## src/rtl/flash_loader.sv

```systemverilog
// flash_loader
//
// Boot-time copier from SPI NOR flash into the cache word-write port.
// Selects the flash after a start-up delay, sends READ (0x03) plus a 24-bit
// address, then streams bytes back. Every four bytes are packed little-endian
// into one 32-bit word and written to the cache. When the configured number of
// bytes has been written the flash is released and done is raised.
//
// Ports
//   clk                 cache-domain clock
//   rst                 asynchronous, active-high reset
//   flash_clk           SPI clock (mode 0, clk/2)
//   flash_mosi          SPI data to flash
//   flash_miso          SPI data from flash
//   flash_cs            flash chip select, active low
//   cache_address       byte address of the current word write
//   cache_data_in       word being written
//   cache_write_enable  byte enables, 4'b1111 for the single write cycle
//   cache_busy          cache cannot accept a command while high
//   done                transfer complete, sticky until reset
//
// state      | meaning
// -----------+-----------------------------------------------------------
// STARTUP    | idle after reset, counting STARTUP_WAIT cycles
// SEND       | shifting out command byte and 24-bit address, MSB first
// READ       | clocking in 32 data bits, packing bytes into the word
// WRITE      | presenting the word to the cache, held while cache is busy
// WAIT_CACHE | one skip cycle, then waiting for the cache to go idle
// DONE       | flash released, done high until reset

module flash_loader #(
   parameter int unsigned STARTUP_WAIT       = 1_000_000,
   parameter logic [23:0] FLASH_ADDRESS      = 24'h00_0000,
   parameter logic [31:0] CACHE_ADDRESS      = 32'h0000_0000,
   parameter logic [31:0] TRANSFER_BYTES_NUM = 32'h0001_0000
) (
   input  logic        clk,
   input  logic        rst,
   output logic        flash_clk,
   output logic        flash_mosi,
   input  logic        flash_miso,
   output logic        flash_cs,
   output logic [31:0] cache_address,
   output logic [31:0] cache_data_in,
   output logic [3:0]  cache_write_enable,
   input  logic        cache_busy,
   output logic        done
);

   if (TRANSFER_BYTES_NUM == 32'd0 || TRANSFER_BYTES_NUM[1:0] != 2'b00) begin : g_bad_size
      $error("flash_loader: TRANSFER_BYTES_NUM must be a nonzero multiple of 4");
   end

   localparam logic [31:0] WAIT_LAST = 32'(STARTUP_WAIT - 1);
   localparam logic [7:0]  CMD_READ  = 8'h03;

   typedef enum logic [2:0] {
      STARTUP,
      SEND,
      READ,
      WRITE,
      WAIT_CACHE,
      DONE
   } state_t;

   state_t      state, state_next;
   logic [31:0] startup_cnt, startup_cnt_next;
   logic [31:0] shift_reg, shift_reg_next;
   logic [4:0]  bit_cnt, bit_cnt_next;
   logic        phase, phase_next;
   logic [6:0]  byte_sr, byte_sr_next;
   logic [31:0] word_reg, word_reg_next;
   logic [31:0] addr_reg, addr_reg_next;
   logic [31:0] byte_cnt, byte_cnt_next;
   logic        skip, skip_next;
   logic        cs_reg, cs_next;
   logic        sclk_reg, sclk_next;
   logic        mosi_reg, mosi_next;
   logic        done_reg, done_next;
   logic [3:0]  we_comb;
   logic [7:0]  byte_full;

   // Bits 6:0 of the byte arrive first; the bit sampled this cycle completes it.
   assign byte_full = {byte_sr, flash_miso};

   always_ff @(posedge clk or posedge rst) begin
      if (rst) begin
         state       <= STARTUP;
         startup_cnt <= 32'd0;
         shift_reg   <= 32'd0;
         bit_cnt     <= 5'd0;
         phase       <= 1'b0;
         byte_sr     <= 7'd0;
         word_reg    <= 32'd0;
         addr_reg    <= CACHE_ADDRESS;
         byte_cnt    <= 32'd0;
         skip        <= 1'b0;
         cs_reg      <= 1'b1;
         sclk_reg    <= 1'b0;
         mosi_reg    <= 1'b0;
         done_reg    <= 1'b0;
      end else begin
         state       <= state_next;
         startup_cnt <= startup_cnt_next;
         shift_reg   <= shift_reg_next;
         bit_cnt     <= bit_cnt_next;
         phase       <= phase_next;
         byte_sr     <= byte_sr_next;
         word_reg    <= word_reg_next;
         addr_reg    <= addr_reg_next;
         byte_cnt    <= byte_cnt_next;
         skip        <= skip_next;
         cs_reg      <= cs_next;
         sclk_reg    <= sclk_next;
         mosi_reg    <= mosi_next;
         done_reg    <= done_next;
      end
   end

   always_comb begin
      state_next       = state;
      startup_cnt_next = startup_cnt;
      shift_reg_next   = shift_reg;
      bit_cnt_next     = bit_cnt;
      phase_next       = phase;
      byte_sr_next     = byte_sr;
      word_reg_next    = word_reg;
      addr_reg_next    = addr_reg;
      byte_cnt_next    = byte_cnt;
      skip_next        = skip;
      cs_next          = cs_reg;
      sclk_next        = sclk_reg;
      mosi_next        = mosi_reg;
      done_next        = done_reg;
      we_comb          = 4'b0000;

      case (state)
         STARTUP: begin
            if (startup_cnt == WAIT_LAST) begin
               state_next     = SEND;
               cs_next        = 1'b0;
               shift_reg_next = {CMD_READ, FLASH_ADDRESS};
               bit_cnt_next   = 5'd0;
               phase_next     = 1'b0;
            end else begin
               startup_cnt_next = startup_cnt + 32'd1;
            end
         end

         SEND: begin
            if (!phase) begin
               sclk_next  = 1'b0;
               mosi_next  = shift_reg[31];
               phase_next = 1'b1;
            end else begin
               sclk_next      = 1'b1;
               phase_next     = 1'b0;
               shift_reg_next = {shift_reg[30:0], 1'b0};
               // 5-bit counter wraps to 0 after the 32nd bit, ready for READ.
               bit_cnt_next   = bit_cnt + 5'd1;
               if (bit_cnt == 5'd31) begin
                  state_next = READ;
               end
            end
         end

         READ: begin
            if (!phase) begin
               sclk_next  = 1'b0;
               mosi_next  = 1'b0;
               phase_next = 1'b1;
            end else begin
               sclk_next    = 1'b1;
               phase_next   = 1'b0;
               byte_sr_next = {byte_sr[5:0], flash_miso};
               if (bit_cnt[2:0] == 3'd7) begin
                  case (bit_cnt[4:3])
                     2'd0:    word_reg_next[7:0]   = byte_full;
                     2'd1:    word_reg_next[15:8]  = byte_full;
                     2'd2:    word_reg_next[23:16] = byte_full;
                     default: word_reg_next[31:24] = byte_full;
                  endcase
               end
               bit_cnt_next = bit_cnt + 5'd1;
               if (bit_cnt == 5'd31) begin
                  state_next = WRITE;
               end
            end
         end

         WRITE: begin
            sclk_next = 1'b0;
            // Enable is gated by busy in the same cycle so a write is never
            // presented while the cache reports busy.
            if (!cache_busy) begin
               we_comb    = 4'b1111;
               state_next = WAIT_CACHE;
               skip_next  = 1'b1;
            end
         end

         WAIT_CACHE: begin
            sclk_next = 1'b0;
            if (skip) begin
               skip_next = 1'b0;
            end else if (!cache_busy) begin
               addr_reg_next = addr_reg + 32'd4;
               byte_cnt_next = byte_cnt + 32'd4;
               if (byte_cnt + 32'd4 == TRANSFER_BYTES_NUM) begin
                  state_next = DONE;
                  cs_next    = 1'b1;
                  done_next  = 1'b1;
               end else begin
                  state_next = READ;
               end
            end
         end

         DONE: begin
            cs_next   = 1'b1;
            sclk_next = 1'b0;
            mosi_next = 1'b0;
            done_next = 1'b1;
         end

         default: begin
            state_next = STARTUP;
         end
      endcase
   end

   assign flash_cs           = cs_reg;
   assign flash_clk          = sclk_reg;
   assign flash_mosi         = mosi_reg;
   assign cache_address      = addr_reg;
   assign cache_data_in      = word_reg;
   assign cache_write_enable = we_comb;
   assign done               = done_reg;

endmodule

```

## config.mk

```make
export PLATFORM = sky130hd
export DESIGN_NAME = flash_loader
export DESIGN_NICKNAME = d
export VERILOG_FILES = /design/src/rtl/flash_loader.sv
export SDC_FILE = /design/constraint.sdc
export NUM_CORES = 1
export LEC_CHECK = 0
export CORE_ASPECT_RATIO = 0.9
export CORE_MARGIN = 1.5
export CORE_UTILIZATION = 38
export DETAILED_ROUTE_END_ITERATION = 7
export DONT_BUFFER_PORTS = 1
export PLACE_DENSITY = 0.51
export SLEW_MARGIN = 20
export SYNTH_ARGS = -nofsm -noshare
export SYNTH_HDL_FRONTEND = slang
export SYNTH_SLANG_ARGS = --single-unit
```

## constraint.sdc

```tcl
create_clock -name clk -period 13.4 [get_ports clk]
set_input_delay 4.02 -clock clk [delete_from_list [all_inputs] [get_ports clk]]
set_output_delay 4.02 -clock clk [all_outputs]
set_load 0.005 [all_outputs]
```

run_1/placement_by_type.png
The bar under the picture is 50 um long. Fill, decap, tap and diode cells in grey.
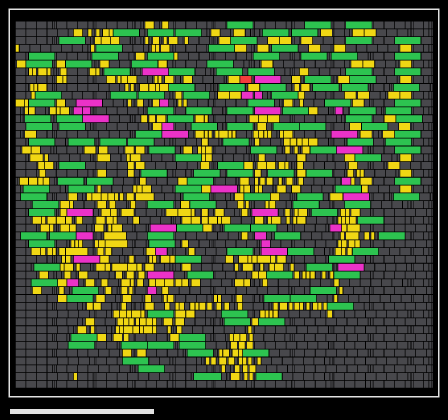
| colour | class | cells |
|---|---|---|
| red | other buffers and delay cells | 1 |
| magenta | clock drivers and dummy loads | 32 |
| yellow | combinational and other logic | 487 |
| green | flops | 153 |

run_1/placement.png
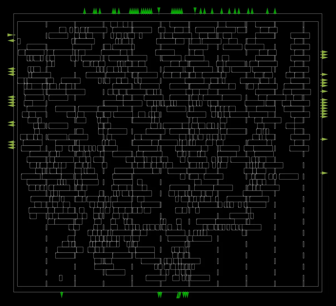
Filler cells: 1787
Post-Layout Cell Count: 918
final core occ: 43.2%

==> impl_metrics.py, run 1 <==
# Generated from Yosys and OpenROAD reports
metrics = {
    "cells_and_area": {
        "ff_latch_area_sq_um": 3830,
        "antennaDiodeCount": 0,
        "buffers": 1,
        "num-multi-input-gates": 471,
        "dominant-cell-class": "registers",
        "seq_area_share_pct": 47.7,
        "lay_top_count": "dfrtp_1",
    },
    "placed_design": {
        "globalplace.congestion": 0.859,
        "place_ws_ns": 4.81,
    },
    "floorplanning": {
        "initCoreUtil_pct": 39.2,
        "core_sq_um": 18600,
    },
    "final_timing": {
        "worst_slew_pin_slew_ns": 0.971,
    },
    "logic_synthesis": {
        "simple_gate_area_share_pct": 19.7,
        "yosysWarnings": 0,
        "syn_area_per_cell_sq_um": 10.8,
        "largest_area_cell": "dfrtp_1",
        "ys_sh_xor_pct": 12.4,
        "syn_inst": 673,
        "ys_top_logic_family": "simple AND/OR/NAND/NOR gates",
        "ys_seq_share_pct": 52.5,
        "ys_cells": 673,
        "area_leaders": "dfrtp_1 52%, xnor2_1 7.5%, mux2_2 6.5%",
    },
    "setup_path": {
        "crit_required_ns": 9.38,
        "r2r-end": "cache_address[26]",
        "r2r_cells": 7,
        "end_kind": "primary output",
    },
    "detailed_routing": {
        "finalWirelength_um": 14500,
        "wl_per_cell_um": 15.8,
        "final_antenna_net_count": 0,
        "drc": 0,
    },
    "pwr": {
        "p_seq_share_pct": 49.2,
        "power_frac_comb_pct": 1.0,
        "p_int_mw": 0.712,
        "powerDensity_nw_per_um2": 117,
        "total_power_mw": 0.939,
        "comb_cell_power_mw": 0.00979,
        "power-top-group": "the clock network",
    },
    "clock_tree": {
        "h-tree-depth": 4,
        "cts_root_buf": "clkbuf_16",
        "cts_sinks": 153,
        "cts.reportedPaths.clkPinSlew_ns": 0.06,
    },
    "worst_hold_path": {
        "holdPathStages": 1,
        "whs_endpoint": "startup_cnt[4]",
        "min-delay-start": "startup_cnt[4]",
    },
    "global_routing": {
        "grtUsageMet1_pct": 20.1,
        "grtUsageMet2_pct": 24.8,
        "antenna_found_initial": 0,
        "grt_usage_pct": 15.4,
        "overflow": 0,
    },
    "run_status": {
        "outcome": "completed",
    },
}
run_1/logic_types.png
The bar under the picture is 50 um long.
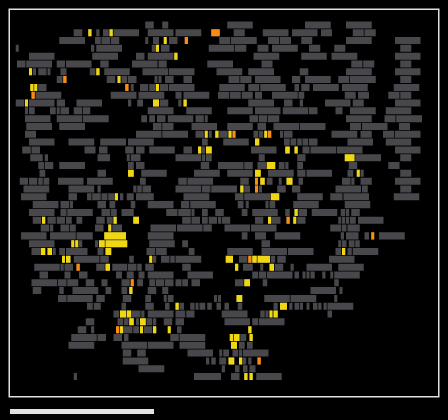
| colour | family | cells | most used |
|---|---|---|---|
| orange | inverters | 16 | inv_1 |
| yellow | NOR gates | 82 | nor2_1 |

==> run 1: cell usage after synthesis (all sizes together), types with 2 or more instances <==
cell / number
or3: 7
nor4b: 2
mux2i: 2
nand3: 21
o22ai: 2
ha: 7
a221oi: 2
a311oi: 2
or2: 2
inv: 16
nor3: 13
nand2b: 6
and3: 11
nor2b: 6
and4: 8
nor2: 47
or4: 2
dfrtp: 152
buf: 18
o21ai: 16
xor2: 41
mux2: 42
and2: 7
a211o: 5
xnor2: 62
nor3b: 3
nand4: 48
nor4: 11
nand2: 74
a21oi: 8
clkbuf: 16
a22o: 2
a31oi: 2
==> run 1: logic make-up after synthesis <==
group	count (synthesis)
multiplexers	44
other	1
adder cells (fa/ha/maj)	7
AND/OR/NAND/NOR	269
flip-flops	153
buffers and inverters	50
AND-OR/OR-AND	46
XOR/XNOR	103
run_1/wires.png
The bar under the picture is 50 um long.
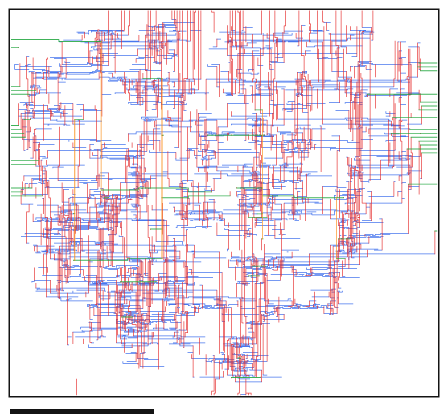

--- run 2 (diff from run 1) ---
PLACE_DENSITY = 0.53   (was 0.51)
clock period = 7.35 ns   (was 13.4 ns; I/O delays follow)
run_2/wires.png
The bar under the picture is 50 um long.
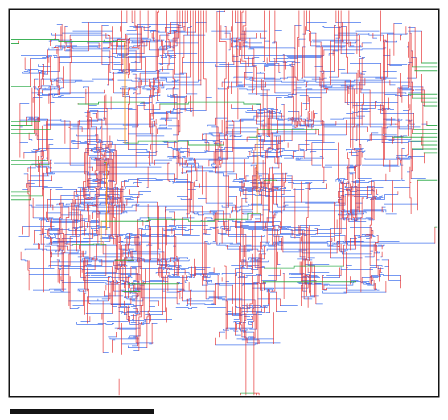
| colour | layer | wire length |
|---|---|---|
| green | metal 3 | 549 um |
| blue | metal 1 | 7070 um |
| red | metal 2 | 6990 um |
| orange | metal 4 | 95.9 um |
WL final: 14700 um
WL/cell: 16.0 um
via count: 4787

run_2/logic_types.png
The bar under the picture is 50 um long.
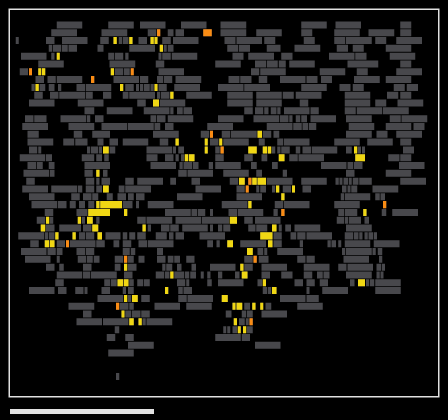
| colour | family | cells | most used |
|---|---|---|---|
| orange | inverters | 16 | inv_1 |
| yellow | NOR gates | 82 | nor2_1 |

==> run 2 against run 1 <==
Highest routed layer unchanged. Die size did not move. Routed wire length rose by 1.1%. Via count about the same.
==> impl_metrics.py, run 2 <==
# Generated from Yosys and OpenROAD reports
metrics = {
    "run_status": {
        "outcome": "completed",
    },
    "cells_and_area": {
        "antennaDiodeCount": 0,
        "lay_top_count": "dfrtp_1",
        "ff_latch_area_sq_um": 3830,
        "final_cells": 919,
        "fin_util_pct": 43.3,
        "fillers": 1775,
    },
    "pwr": {
        "powerDensity_nw_per_um2": 216,
        "power_frac_comb_pct": 1.0,
        "p_int_mw": 1.34,
        "comb_cell_power_mw": 0.0176,
        "p_seq_share_pct": 48.5,
        "power-top-group": "the clock network",
        "total_power_mw": 1.74,
    },
    "logic_synthesis": {
        "ys_sh_xor_pct": 12.4,
        "area_leaders": "dfrtp_1 52%, xnor2_1 7.5%, mux2_2 6.5%",
        "yosysWarnings": 0,
        "simple_gate_area_share_pct": 19.7,
        "top_cell": "dfrtp_1",
        "largest_area_cell": "dfrtp_1",
        "syn_inst": 673,
        "ys_cells": 673,
        "common_cells": "152 x dfrtp_1, 74 x nand2_1, 62 x xnor2_1",
        "ys_top_logic_family": "simple AND/OR/NAND/NOR gates",
        "ys_seq_share_pct": 52.5,
        "ys_async_sr_fraction_pct": 100,
    },
    "global_routing": {
        "grtUsageMet1_pct": 21.0,
        "antenna_found_initial": 0,
        "grtUsageMet2_pct": 24.7,
        "grt_usage_pct": 15.5,
        "overflow": 0,
    },
    "floorplanning": {
        "initCoreUtil_pct": 39.2,
        "core_sq_um": 18600,
    },
    "placed_design": {
        "globalplace.congestion": 0.808,
        "place_ws_ns": 2.37,
        "placed_area_sq_um": 7460,
    },
    "clock_tree": {
        "h-tree-depth": 4,
        "cts_root_buf": "clkbuf_16",
        "cts_sinks": 153,
    },
    "setup_path": {
        "end_kind": "primary output",
        "cp.arrival_ns": 2.76,
        "crit_required_ns": 5.14,
    },
    "worst_hold_path": {
        "min-delay-start": "startup_cnt[4]",
    },
    "detailed_routing": {
        "dr.pass1.iters": 4,
        "final_antenna_net_count": 0,
        "drc": 0,
    },
    "job": {
        "tool_warnings": 27,
    },
    "final_timing": {
        "rsz0062_at_grt": "no",
        "hold_viol": 0,
        "worst_slew_pin_slew_ns": 0.949,
    },
}
==> run 2: path summary, 6_finish.rpt <==
kind	endpoint	slack, ns	depth (start not counted)
worst max-delay path	cache_write_enable[0]	2.39	2
worst min-delay path	startup_cnt[4]	0.48	1
worst max register to register	cache_data_in[3]	4.35	5
worst min register to register	startup_cnt[4]	0.48	1
max in group asynchronous	shift_reg[28]	4.29	2
min in group asynchronous	cache_data_in[24]	1.81	1
==> run 2: cell type report <==
class / count / area share, %
timing repair buffer: 2 / 0.187
multi-input combinational: 471 / 40.3
tap: 245 / 3.81
clock buffer: 18 / 5.46
inverter: 16 / 0.808
clock inverter: 14 / 1.88
sequential: 153 / 47.6
No activity file was given, so power comes from the tool's default toggle rates.
